### src/rtl/dac_spi_pkg.sv
// Shared types and constants for the DAC121S101 SPI serializer.
// Frame word on the wire, MSB first: {2'b00, pd[1:0], data[11:0]}.
// Power-down codes are only driven onto the wire when DAC_SPI_PD_EN is defined.
package dac_spi_pkg;

    localparam int FRAME_W = 16;
    localparam int DATA_W  = 12;

    localparam logic [1:0] PD_NORMAL = 2'b00;
    localparam logic [1:0] PD_1K     = 2'b01;
    localparam logic [1:0] PD_100K   = 2'b10;
    localparam logic [1:0] PD_HIZ    = 2'b11;

    typedef enum logic [1:0] {
        IDLE  = 2'd0,
        SHIFT = 2'd1,
        GAP   = 2'd2
    } state_t;

    function automatic logic [FRAME_W-1:0] build_frame(input logic [1:0]        pd,
                                                       input logic [DATA_W-1:0] data);
        return {2'b00, pd, data};
    endfunction

endpackage

### src/rtl/dac_spi_serializer_if.sv
// Sample stream from the waveform generator into the DAC serializer.
// Pure wiring, no latency; s_ready is the only backpressure path.
// DAC_SPI_PD_EN adds the 2-bit power-down mode alongside each sample.
interface dac_spi_serializer_if;
    import dac_spi_pkg::*;

    logic [DATA_W-1:0] s_data;
    logic              s_valid;
    logic              s_ready;

`ifdef DAC_SPI_PD_EN
    logic [1:0]        pd;

    modport master (output s_data, output s_valid, output pd, input s_ready);
    modport slave  (input s_data, input s_valid, input pd, output s_ready);
`else
    modport master (output s_data, output s_valid, input s_ready);
    modport slave  (input s_data, input s_valid, output s_ready);
`endif

endinterface

### src/rtl/dac_spi_tick_gen.sv
// Half-period tick generator for SCLK: tick every CLK_DIV enabled cycles.
// Latency: first tick CLK_DIV cycles after enable rises from a cleared count.
// No backpressure; clr wins over en and restarts the count at frame start.
module dac_spi_tick_gen #(
    parameter int CLK_DIV = 1
) (
    input  logic clk_10MHz,
    input  logic reset_n,
    input  logic en,
    input  logic clr,
    output logic tick
);

    localparam int            CW   = $clog2(CLK_DIV + 1);
    localparam logic [CW-1:0] LAST = CW'(CLK_DIV - 1);

    logic [CW-1:0] cnt;

    assign tick = en && (cnt == LAST);

    always_ff @(posedge clk_10MHz or negedge reset_n) begin
        if (!reset_n) begin
            cnt <= '0;
        end else if (clr) begin
            cnt <= '0;
        end else if (en) begin
            cnt <= tick ? '0 : cnt + CW'(1);
        end
    end

endmodule

### src/rtl/dac_spi_serializer.sv
// Serializes 12-bit samples into 16-bit SPI write frames for a DAC121S101-class DAC.
// Latency: SYNC falls 1 cycle after accept; period 1+32*CLK_DIV+GAP_CYCLES cycles.
// s_ready is low for the whole frame and gap; DAC_SPI_PD_EN enables pd bits 13:12.
module dac_spi_serializer
    import dac_spi_pkg::*;
#(
    parameter int CLK_DIV    = 1,
    parameter int GAP_CYCLES = 2
) (
    input  logic                 clk_10MHz,
    input  logic                 reset_n,
    dac_spi_serializer_if.slave  s_if,
    output logic                 frame_done,
    output logic                 dw_sclk,
    output logic                 dw_sync,
    output logic                 dw_mosi
);

    localparam int            GW       = $clog2(GAP_CYCLES + 1);
    localparam logic [GW-1:0] GAP_LAST = GW'(GAP_CYCLES - 1);
    localparam logic [4:0]    BIT_LAST = 5'd15;

    state_t               state, state_d;
    logic [FRAME_W-1:0]   shreg, shreg_d;
    logic [4:0]           bit_cnt, bit_cnt_d;
    logic [GW-1:0]        gap_cnt, gap_cnt_d;
    logic                 s_ready, s_ready_d;
    logic                 sync_d, sclk_d, done_d;
    logic                 accept, shift_en, tick, last_rise;
    logic [1:0]           pd_sel;

`ifdef DAC_SPI_PD_EN
    assign pd_sel = s_if.pd;
`else
    assign pd_sel = PD_NORMAL;
`endif

    assign accept    = (state == IDLE) && s_ready && s_if.s_valid;
    assign shift_en  = (state == SHIFT);
    // The 16th rising edge coincides with SYNC release, so it ends the frame.
    assign last_rise = tick && !dw_sclk && (bit_cnt == BIT_LAST);

    assign s_if.s_ready = s_ready;
    assign dw_mosi      = shreg[FRAME_W-1];

    dac_spi_tick_gen #(
        .CLK_DIV (CLK_DIV)
    ) u_tick_gen (
        .clk_10MHz (clk_10MHz),
        .reset_n   (reset_n),
        .en        (shift_en),
        .clr       (accept),
        .tick      (tick)
    );

    always_ff @(posedge clk_10MHz or negedge reset_n) begin
        if (!reset_n) begin
            state      <= IDLE;
            shreg      <= '0;
            bit_cnt    <= '0;
            gap_cnt    <= '0;
            s_ready    <= 1'b0;
            dw_sync    <= 1'b1;
            dw_sclk    <= 1'b1;
            frame_done <= 1'b0;
        end else begin
            state      <= state_d;
            shreg      <= shreg_d;
            bit_cnt    <= bit_cnt_d;
            gap_cnt    <= gap_cnt_d;
            s_ready    <= s_ready_d;
            dw_sync    <= sync_d;
            dw_sclk    <= sclk_d;
            frame_done <= done_d;
        end
    end

    always_comb begin
        state_d = state;
        case (state)
            IDLE:    if (accept) state_d = SHIFT;
            SHIFT:   if (last_rise) state_d = GAP;
            GAP:     if (gap_cnt == GAP_LAST) state_d = IDLE;
            default: state_d = IDLE;
        endcase
    end

    always_comb begin
        shreg_d   = shreg;
        bit_cnt_d = bit_cnt;
        gap_cnt_d = gap_cnt;
        s_ready_d = 1'b0;
        sync_d    = dw_sync;
        sclk_d    = dw_sclk;
        done_d    = 1'b0;
        case (state)
            IDLE: begin
                s_ready_d = !accept;
                sync_d    = 1'b1;
                sclk_d    = 1'b1;
                if (accept) begin
                    shreg_d   = build_frame(pd_sel, s_if.s_data);
                    bit_cnt_d = '0;
                    sync_d    = 1'b0;
                end
            end
            SHIFT: begin
                if (tick) begin
                    sclk_d = !dw_sclk;
                    // MOSI only advances on rising SCLK, keeping it stable across the falling edge.
                    if (!dw_sclk) begin
                        if (bit_cnt == BIT_LAST) begin
                            sync_d    = 1'b1;
                            done_d    = 1'b1;
                            gap_cnt_d = '0;
                        end else begin
                            bit_cnt_d = bit_cnt + 5'd1;
                            shreg_d   = shreg << 1;
                        end
                    end
                end
            end
            GAP: begin
                gap_cnt_d = gap_cnt + GW'(1);
                s_ready_d = (gap_cnt == GAP_LAST);
            end
            default: begin
                sync_d = 1'b1;
                sclk_d = 1'b1;
            end
        endcase
    end

endmodule

### src/flat_wrapper.sv
// flat-port wrapper written by rule: the top's interface ports become plain ports
module dac_spi_serializer_flat import dac_spi_pkg::*;
#(
    parameter int CLK_DIV    = 1,
    parameter int GAP_CYCLES = 2
)
  (clk_10MHz, reset_n, frame_done, dw_sclk, dw_sync, dw_mosi, s_if_s_data, s_if_s_valid, s_if_s_ready);
  dac_spi_serializer_if s_if_i ();
  input  logic clk_10MHz;
  input  logic reset_n;
  output logic frame_done;
  output logic dw_sclk;
  output logic dw_sync;
  output logic dw_mosi;
  input wire logic [$bits(s_if_i.s_data)-1:0] s_if_s_data;
  input wire logic [$bits(s_if_i.s_valid)-1:0] s_if_s_valid;
  output wire logic [$bits(s_if_i.s_ready)-1:0] s_if_s_ready;
  assign s_if_i.s_data = s_if_s_data;
  assign s_if_i.s_valid = s_if_s_valid;
  assign s_if_s_ready = s_if_i.s_ready;
  dac_spi_serializer #(.CLK_DIV(CLK_DIV), .GAP_CYCLES(GAP_CYCLES)) u_core (.clk_10MHz(clk_10MHz), .reset_n(reset_n), .s_if(s_if_i), .frame_done(frame_done), .dw_sclk(dw_sclk), .dw_sync(dw_sync), .dw_mosi(dw_mosi));
endmodule
### config.mk
export PLATFORM = sky130hd
export DESIGN_NAME = dac_spi_serializer_flat
export DESIGN_NICKNAME = d
export VERILOG_FILES = /design/src/rtl/dac_spi_pkg.sv /design/src/rtl/dac_spi_serializer_if.sv /design/src/rtl/dac_spi_tick_gen.sv /design/src/rtl/dac_spi_serializer.sv /design/src/flat_wrapper.sv
export SDC_FILE = /design/constraint.sdc
export NUM_CORES = 1
export LEC_CHECK = 0
export CAP_MARGIN = 40
export CORE_UTILIZATION = 48
export DETAILED_ROUTE_END_ITERATION = 6
export GPL_ROUTABILITY_DRIVEN = 0
export PLACE_DENSITY = 0.74
export SYNTH_ARGS = -nofsm -noshare
export SYNTH_HDL_FRONTEND = slang
export SYNTH_HIERARCHICAL = 1
export SYNTH_SLANG_ARGS = --single-unit
### constraint.sdc
create_clock -name clk_10MHz -period 2.4 [get_ports clk_10MHz]
set_input_delay 0.72 -clock clk_10MHz [delete_from_list [all_inputs] [get_ports clk_10MHz]]
set_output_delay 0.72 -clock clk_10MHz [all_outputs]
set_load 0.02 [all_outputs]
### Signal wires by layer

Scale bar: 20 um.
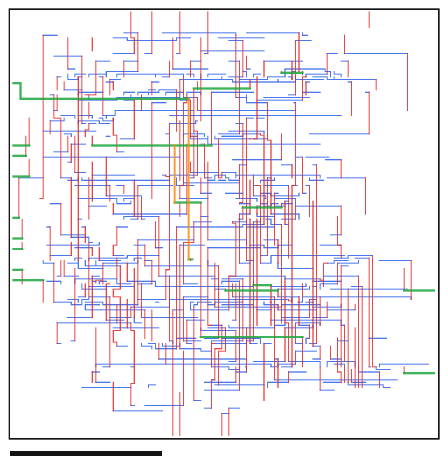
legend:
  met1:
    colour: blue
    wire_length: 1,290 um
  met4:
    colour: orange
    wire_length: 28.6 um
  met3:
    colour: green
    wire_length: 104 um
  met2:
    colour: red
    wire_length: 1,340 um
final WL: 2.76 mm
GRT Total Usage: 0.202
per-cell routed wire length: 13.5 um
Via Count: 1,110

### Cell placement

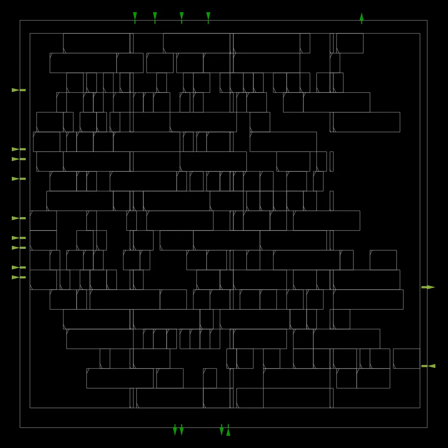
seq_cells: 30
final core occ: 0.615
core region area: 0.00278 mm^2

==> impl_metrics.yaml <==
# synthesis and place-and-route metrics
timing:
  rsz0062_at_grt: "no"
  drv_slew: 0
  fin_ws_ps: 172
  relSlewSlack: 0.749
  worst_pin_slew_ps: 377
  holdWs_ps: 478
  finalSetupTns_ps: 0
  finClkSkew_ps: 6.56
  max_freq_mhz: 449
  finalHoldViolations: 0
  min_period_ps: 2230
synthesis:
  yosys-top-cells-area: "dfrtp_1 50%, nand2_1 9.1%, a31oi_1 5.3%"
  netlist_area_mm2: 0.00141
  ys_ff: 30
  ys_cells: 149
  postSynthCellCount: 149
  ys_area_mm2: 0.00141
  synthDominantCellAreaShare: 0.497
  synth_cell_type_count: 31
  synth.avg_cell_area_um2: 9.46
  yosys.area.top_type: "dfrtp_1"
outcome:
  run_status: "finished clean"
global_route:
  grt_pass1_vias: 1023
  use_met2: 0.332
  grt_pass1_wl_mm: 4.66
  busiest_layer: "met2"
setup_path:
  cp_top_family: "buffers and inverters"
  r2r_start: "u_core/state[1]$_DFFE_PN0P_"
  required_ps: 1680
  crit_fanout: 6
  crit_path_top_delay_cell: "clkdlybuf4s50_1"
  crit_buf_inv: 1
  worstSetupStartpointType: "flop"
hold_path:
  holdPathStages: 2
  min_from: "u_core/shreg[12]$_DFFE_PN0P_"
cells_and_area:
  nClkBuffers: 7
  final_cell_mix: "34 x nand2_1, 28 x dfrtp_1, 19 x clkdlybuf4s50_1"
  final_common_cell: "nand2_1"
  seq_area_um2: 753
  dominant-cell-class: "sequential cells"
  fin_area_mm2: 0.00171
  syn_to_final_growth_pct: 21.3
  drive_gt1_frac: 0.109
  logic_area_um2: 588
  antenna_cells: 0
  seq_share: 0.440
  fin_cells: 205
  inv_count: 6
  nNonClkBuffers: 25
detailed_routing:
  top_layer_used: "met4"
  ant_nets: 0
  drtIter0Drc: 38
  dr.pass1.iters: 4
  route.detailed.drc: 0
  wl_met2_mm: 1.34
  vias_per_cell: 5.41
power_and_ir_drop:
  p_total_mw: 1.46
  power.density_mw_per_mm2: 851
  vdd_drop_max_mv: 0.581
floorplanning:
  io_pins: 20
  die_area_mm2: 0.00316
  taps: 31
placed_design:
  place_area_mm2: 0.00165
  dp_slack_ps: 50.1
  placed_cells: 197
  io_buffers: 19
cts:
  clkTransAtPathRegs_ps: 90
  numCtsBuffers: 5
worst max path at each step:
stage                                     start                            end  cells after the start
CTS                  u_core/dw_sclk$_DFFE_PN1P_                        dw_sclk                      1
floorplan           u_core/state[1]$_DFFE_PN0P_  u_core/bit_cnt[3]$_DFFE_PN0P_                     10
global placement                   s_if_s_valid  u_core/bit_cnt[3]$_DFFE_PN0P_                      5
global route         u_core/dw_sclk$_DFFE_PN1P_                        dw_sclk                      1
finish               u_core/dw_sclk$_DFFE_PN1P_                        dw_sclk                      1
detailed placement                 s_if_s_valid  u_core/bit_cnt[3]$_DFFE_PN0P_                      5
cells by family (layout without fill, tap and decap cells):
kind of cell             Yosys count  in the layout  synth area share
AND/OR/NAND/NOR                   71             71             0.240
AND-OR/OR-AND                     31             31             0.151
flip-flops                        30             30             0.534
buffers and inverters             14             39            0.0488
adder cells (fa/ha/maj)            3              3            0.0266
sequential cells by signal, summed over array words and instances (netlist names):
register	cells
u_core/shreg	16
u_core/state	2
u_core/gap_cnt	2
u_core/dw_sclk	1
u_core/u_tick_gen/cnt	1
u_core/frame_done	1
u_core/bit_cnt	5
u_core/dw_sync	1
u_core/s_if.s_ready	1
cells in the mapped netlist, drive strengths merged:
library cell and n:
nor2 16, nand2b 5, ha 3, nand4b 1, nand2 34, buf 6, a221o 1, a31oi 12
a221oi 2, clkinv 1, nor2b 2, o31ai 2, o22ai 1, nor3b 1, or3 2, dfrtp 28
and2b 1, a22o 1, and3 1, nand3b 2, nand3 6, inv 5, a21oi 7, o21ai 4
a211oi 1, clkbuf 2, dfstp 2
where the power goes:
group	switching [mW]	internal [mW]	total, mW	leakage [nW]
Combinational	0.227	0.193	0.420	0.387
Clock	0.167	0.142	0.308	0.0353
Sequential	0.0830	0.644	0.727	0.364
Total	0.476	0.979	1.46	0.787
No activity file was given, so power comes from the tool's default toggle rates.
